### The metal 1 layer

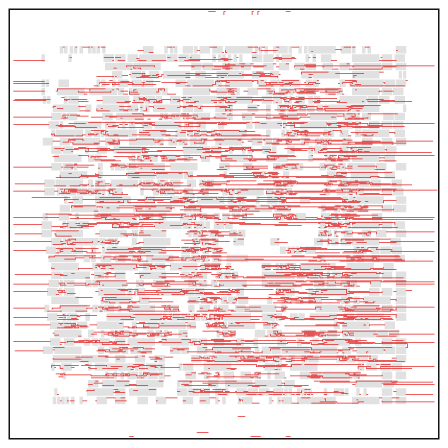
### The metal 2 layer

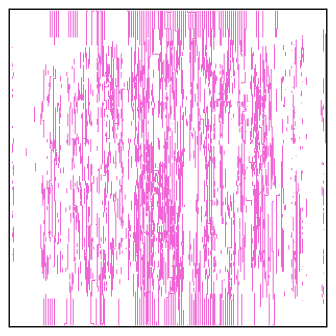
### Met3 routing

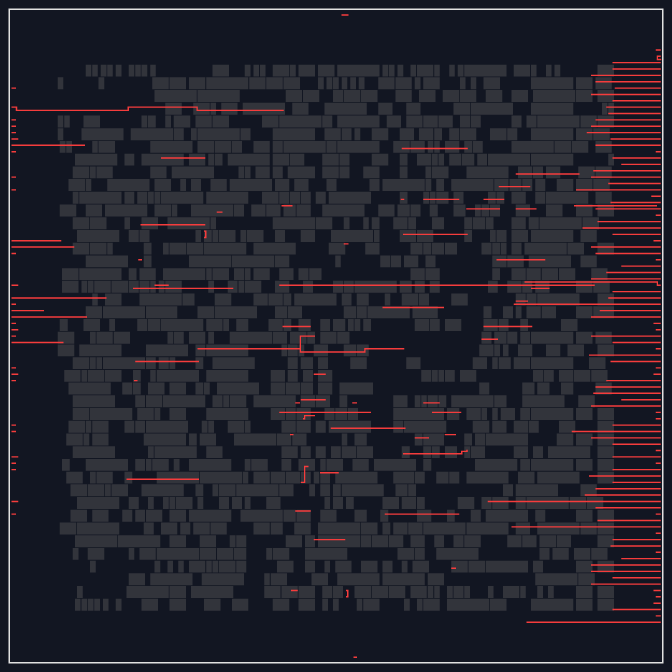
### The metal 4 layer

Scale bar: 50 um.
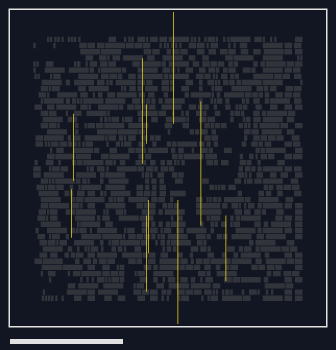
### Track usage over the die

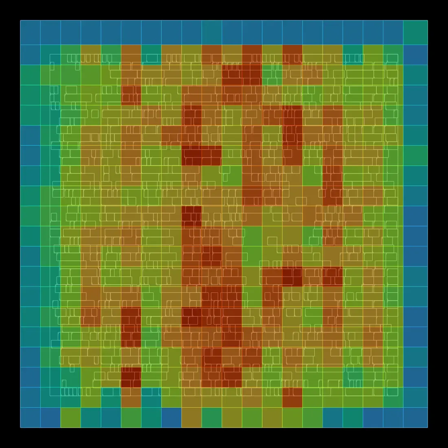
<file path="src/rtl/br_pkg.sv">
// Shared types for the branch resolve unit: the per-stage prediction record
// that travels down IF->ID->EX next to the instruction.
package br_pkg;

    localparam int unsigned PC_W = 32;

    typedef struct packed {
        logic            valid;
        logic            pred_taken;
        logic [PC_W-1:0] pred_target;
    } pred_info_t;

    localparam pred_info_t PredEmpty = '0;

endpackage

</file>
<file path="src/rtl/pred_pipe_reg.sv">
// One pipeline stage of prediction info. Flush beats stall; a flushed stage is
// fully zeroed so a stale target can never be compared later.
module pred_pipe_reg
    import br_pkg::*;
(
    input  logic       clk_i,
    input  logic       rst_i,
    input  logic       stall_i,
    input  logic       flush_i,
    input  pred_info_t d_i,
    output pred_info_t q_o
);

    pred_info_t stage_d, stage_q;

    always_comb begin
        stage_d = d_i;
        if (flush_i) begin
            stage_d = PredEmpty;
        end else if (stall_i) begin
            stage_d = stage_q;
        end
    end

    always_ff @(posedge clk_i or posedge rst_i) begin
        if (rst_i) begin
            stage_q <= PredEmpty;
        end else begin
            stage_q <= stage_d;
        end
    end

    assign q_o = stage_q;

endmodule

</file>
<file path="src/rtl/branch_resolve_unit.sv">
// Resolves BTB predictions in EX, raises redirects and drives the registered
// BTB write port. Define BR_STATS_EN to build the saturating statistics counters.
module branch_resolve_unit
    import br_pkg::*;
#(
    parameter int unsigned INST_BYTES = 4,
    parameter int unsigned CNT_WIDTH  = 32
) (
    input  logic                 clk,
    input  logic                 rst,
    input  logic                 isTakenBr_BTB,
    input  logic [PC_W-1:0]      predictedPC,
    input  logic                 bubble_IF,
    input  logic                 stall_ID,
    input  logic                 flush_ID,
    input  logic                 stall_EX,
    input  logic                 flush_EX,
    input  logic [PC_W-1:0]      PC_EX,
    input  logic                 isBranch_EX,
    input  logic                 isTakenBr_Ex,
    input  logic [PC_W-1:0]      brTarget_EX,
    output logic                 redirect,
    output logic [PC_W-1:0]      redirect_pc,
    output logic                 btb_wr_req,
    output logic [PC_W-1:0]      btb_wr_pc,
    output logic [PC_W-1:0]      btb_wr_target,
    output logic                 btb_wr_taken,
    output logic [CNT_WIDTH-1:0] br_cnt,
    output logic [CNT_WIDTH-1:0] mispred_cnt
);

    pred_info_t if_in, id_ex_in, if_id, id_ex;

    always_comb begin
        if_in.valid       = !bubble_IF;
        if_in.pred_taken  = isTakenBr_BTB;
        if_in.pred_target = predictedPC;
        // ID held while EX drains: a bubble enters EX instead of a duplicate
        id_ex_in = stall_ID ? PredEmpty : if_id;
    end

    pred_pipe_reg u_if_id (
        .clk_i   (clk),
        .rst_i   (rst),
        .stall_i (stall_ID),
        .flush_i (flush_ID),
        .d_i     (if_in),
        .q_o     (if_id)
    );

    pred_pipe_reg u_id_ex (
        .clk_i   (clk),
        .rst_i   (rst),
        .stall_i (stall_EX),
        .flush_i (flush_EX),
        .d_i     (id_ex_in),
        .q_o     (id_ex)
    );

    logic            resolve;
    logic            mispred;
    logic [PC_W-1:0] fall_pc;
    logic [PC_W-1:0] restart_pc;
    logic            wr_en;
    logic [PC_W-1:0] wr_target;
    logic            wr_taken;

    always_comb begin
        resolve    = id_ex.valid && !stall_EX && !flush_EX;
        fall_pc    = PC_EX + PC_W'(INST_BYTES);
        mispred    = 1'b0;
        restart_pc = '0;
        wr_en      = 1'b0;
        wr_target  = '0;
        wr_taken   = 1'b0;
        if (resolve) begin
            if (isBranch_EX) begin
                wr_en     = 1'b1;
                wr_target = brTarget_EX;
                wr_taken  = isTakenBr_Ex;
                if (isTakenBr_Ex && !id_ex.pred_taken) begin
                    mispred    = 1'b1;
                    restart_pc = brTarget_EX;
                end else if (!isTakenBr_Ex && id_ex.pred_taken) begin
                    mispred    = 1'b1;
                    restart_pc = fall_pc;
                end else if (isTakenBr_Ex && id_ex.pred_target != brTarget_EX) begin
                    mispred    = 1'b1;
                    restart_pc = brTarget_EX;
                end
            end else if (id_ex.pred_taken) begin
                // Aliased BTB hit on a non-branch: restart and clear the entry
                mispred    = 1'b1;
                restart_pc = fall_pc;
                wr_en      = 1'b1;
            end
        end
    end

    assign redirect    = mispred;
    assign redirect_pc = restart_pc;

    logic            btb_wr_req_d, btb_wr_req_q;
    logic [PC_W-1:0] btb_wr_pc_d, btb_wr_pc_q;
    logic [PC_W-1:0] btb_wr_target_d, btb_wr_target_q;
    logic            btb_wr_taken_d, btb_wr_taken_q;

    always_comb begin
        btb_wr_req_d    = wr_en;
        btb_wr_pc_d     = wr_en ? PC_EX : '0;
        btb_wr_target_d = wr_target;
        btb_wr_taken_d  = wr_taken;
    end

    always_ff @(posedge clk or posedge rst) begin
        if (rst) begin
            btb_wr_req_q    <= 1'b0;
            btb_wr_pc_q     <= '0;
            btb_wr_target_q <= '0;
            btb_wr_taken_q  <= 1'b0;
        end else begin
            btb_wr_req_q    <= btb_wr_req_d;
            btb_wr_pc_q     <= btb_wr_pc_d;
            btb_wr_target_q <= btb_wr_target_d;
            btb_wr_taken_q  <= btb_wr_taken_d;
        end
    end

    assign btb_wr_req    = btb_wr_req_q;
    assign btb_wr_pc     = btb_wr_pc_q;
    assign btb_wr_target = btb_wr_target_q;
    assign btb_wr_taken  = btb_wr_taken_q;

`ifdef BR_STATS_EN
    logic [CNT_WIDTH-1:0] br_cnt_d, br_cnt_q;
    logic [CNT_WIDTH-1:0] mispred_cnt_d, mispred_cnt_q;

    always_comb begin
        br_cnt_d      = br_cnt_q;
        mispred_cnt_d = mispred_cnt_q;
        if (resolve && isBranch_EX && br_cnt_q != '1) begin
            br_cnt_d = br_cnt_q + CNT_WIDTH'(1);
        end
        if (mispred && mispred_cnt_q != '1) begin
            mispred_cnt_d = mispred_cnt_q + CNT_WIDTH'(1);
        end
    end

    always_ff @(posedge clk or posedge rst) begin
        if (rst) begin
            br_cnt_q      <= '0;
            mispred_cnt_q <= '0;
        end else begin
            br_cnt_q      <= br_cnt_d;
            mispred_cnt_q <= mispred_cnt_d;
        end
    end

    assign br_cnt      = br_cnt_q;
    assign mispred_cnt = mispred_cnt_q;
`else
    assign br_cnt      = '0;
    assign mispred_cnt = '0;
`endif

endmodule

</file>
<file path="config.mk">
export PLATFORM = sky130hd
export DESIGN_NAME = branch_resolve_unit
export DESIGN_NICKNAME = d
export VERILOG_FILES = /design/src/rtl/br_pkg.sv /design/src/rtl/pred_pipe_reg.sv /design/src/rtl/branch_resolve_unit.sv
export SDC_FILE = /design/constraint.sdc
export NUM_CORES = 1
export LEC_CHECK = 0
export CORE_MARGIN = 10
export CORE_UTILIZATION = 50
export CTS_BUF_LIST = sky130_fd_sc_hd__clkbuf_2
export CTS_CLUSTER_SIZE = 20
export DETAILED_ROUTE_END_ITERATION = 7
export PLACE_DENSITY_LB_ADDON = 0.2
export SLEW_MARGIN = 10
export SYNTH_ARGS = -nofsm -noshare
export SYNTH_HDL_FRONTEND = slang
export SYNTH_HIERARCHICAL = 1
export SYNTH_SLANG_ARGS = --single-unit
</file>
<file path="constraint.sdc">
create_clock -name clk -period 4.81 [get_ports clk]
set_input_delay 0.962 -clock clk [delete_from_list [all_inputs] [get_ports clk]]
set_output_delay 0.962 -clock clk [all_outputs]
set_load 0.02 [all_outputs]
</file>
==> flow_metrics.py <==
# Metrics from the implementation run
metrics = {
    "floorplan": {
        "die_h_um": 139,
        "taps": 180,
        "die_w_um": 139,
        "fp_util": 0.512,
    },
    "critical_path": {
        "rrSetupSlack_ns": 3.36,
        "crit_buf_inv": 3,
        "r2r-end": "btb_wr_pc[26]",
        "end_kind": "output pin",
        "startpoint_type": "input port",
        "crit_path_start": "brTarget_EX[8]",
        "cp_max_fo": 21,
        "cp_data_required_time_ns": 3.85,
        "cp.depth": 8,
        "critical-path-max-stage-delay_ns": 0.60,
        "reg2reg_from": "u_id_ex/q_o[33]",
        "arrival_ns": 3.77,
        "r2r_cells": 4,
    },
    "pwr": {
        "p_sw_w": 0.000592,
        "peakVddDrop_mv": 0.152,
        "power_switching_share": 0.286,
        "clkPwrFrac": 0.269,
        "powerComb_w": 0.000349,
        "power_frac_comb": 0.169,
        "top_power_group": "registers",
        "p_leak_nw": 4.40,
    },
    "sta": {
        "slew_headroom": 0.360,
        "hold_viol_final": 0,
        "setup_viol": 0,
        "clock_skew_ns": 0.0208,
        "setup_slack_ns": 0.0753,
        "whs_ns": 0.537,
        "period_used_share": 0.984,
        "worstMarginPinSlew_ns": 0.959,
        "rsz0062_at_grt": "no",
        "max_freq_ghz": 0.211,
    },
    "synthesis": {
        "synth.cellmix.compoundShare": 0.0540,
        "synth.yosys.warnings": 6,
        "synth.area.top_cells": "dfrtp_1, mux2i_1, buf_4",
        "ys_seq_frac": 0.470,
        "syn_inst": 684,
        "ff_type": "dfrtp_1",
        "xor_share": 0.0700,
        "topCombFamilyByArea": "simple AND/OR/NAND/NOR gates",
        "ys_sh_adder": 0.00175,
        "yosysUniqueCellTypes": 48,
        "ys_chip_area_um2": 7130,
        "yosys.area.top_type": "dfrtp_1",
        "syn_avg_cell_area_um2": 10.4,
    },
    "cells_and_area": {
        "ff_count": 134,
        "final_area_um2": 9330,
        "clkCellAreaFrac": 0.0177,
        "lay_top_count": "clkdlybuf4s50_1",
        "inv_count": 10,
        "nClkBuffers": 21,
        "nMultiInputCombCells": 501,
        "logic_area_um2": 3240,
        "nets": 1010,
        "largest_class": "flip-flops and latches",
        "buf_share": 0.247,
        "comb-cell-share": 0.347,
    },
    "clock_tree": {
        "cts_buffers": 17,
        "root_buffer": "clkbuf_2",
        "h-tree-depth": 4,
        "cts-resized-gates": 0,
        "cts_tree": "yes",
    },
    "place": {
        "placed_area_um2": 9150,
        "gp_congestion": 0.855,
        "place_hpwl_um": 17900,
    },
    "global_route": {
        "grt_max_degree": 45,
        "antenna_found_initial": 1,
        "grt_pass1_vias": 5944,
    },
    "job": {
        "warnings": 26,
        "cap_violations": 0,
    },
    "route": {
        "via_per_inst": 5.16,
        "first_pass_iters": 7,
        "drtIter0Drc": 324,
    },
    "status": {
        "outcome": "finished clean",
    },
    "worst_hold_path": {
        "hold_path_depth": 2,
    },
}
-- 'The metal 1 layer' (at the start) --
nets with wire on the layer	887
main direction	horizontal
longest straight run	63.0 um

-- 'The metal 2 layer' (at the start) --
wire length on this layer	11400 um
main direction	vertical
longest straight run	63.6 um
via count: 5638
Total Wirelength: 22400 um
M2 GR Usage: 0.384

-- 'Met3 routing' (at the start) --
share of all routed wire	7.1%
wire length on this layer	1580 um
nets with wire on the layer	153
longest straight run	67.2 um
M3 GR Usage: 0.0643

-- 'The metal 4 layer' (at the start) --
share of all routed wire	1.6%
wire length on this layer	356 um

-- 'Track usage over the die' (at the start) --
fin util: 0.669
GRT Resource Usage Total: 0.226
GRT met1 Usage: 0.272
GRT busiest layer: met2
routed len/inst: 20.5 um

Power figures rest on the tool's default switching activity, not on a simulated workload.
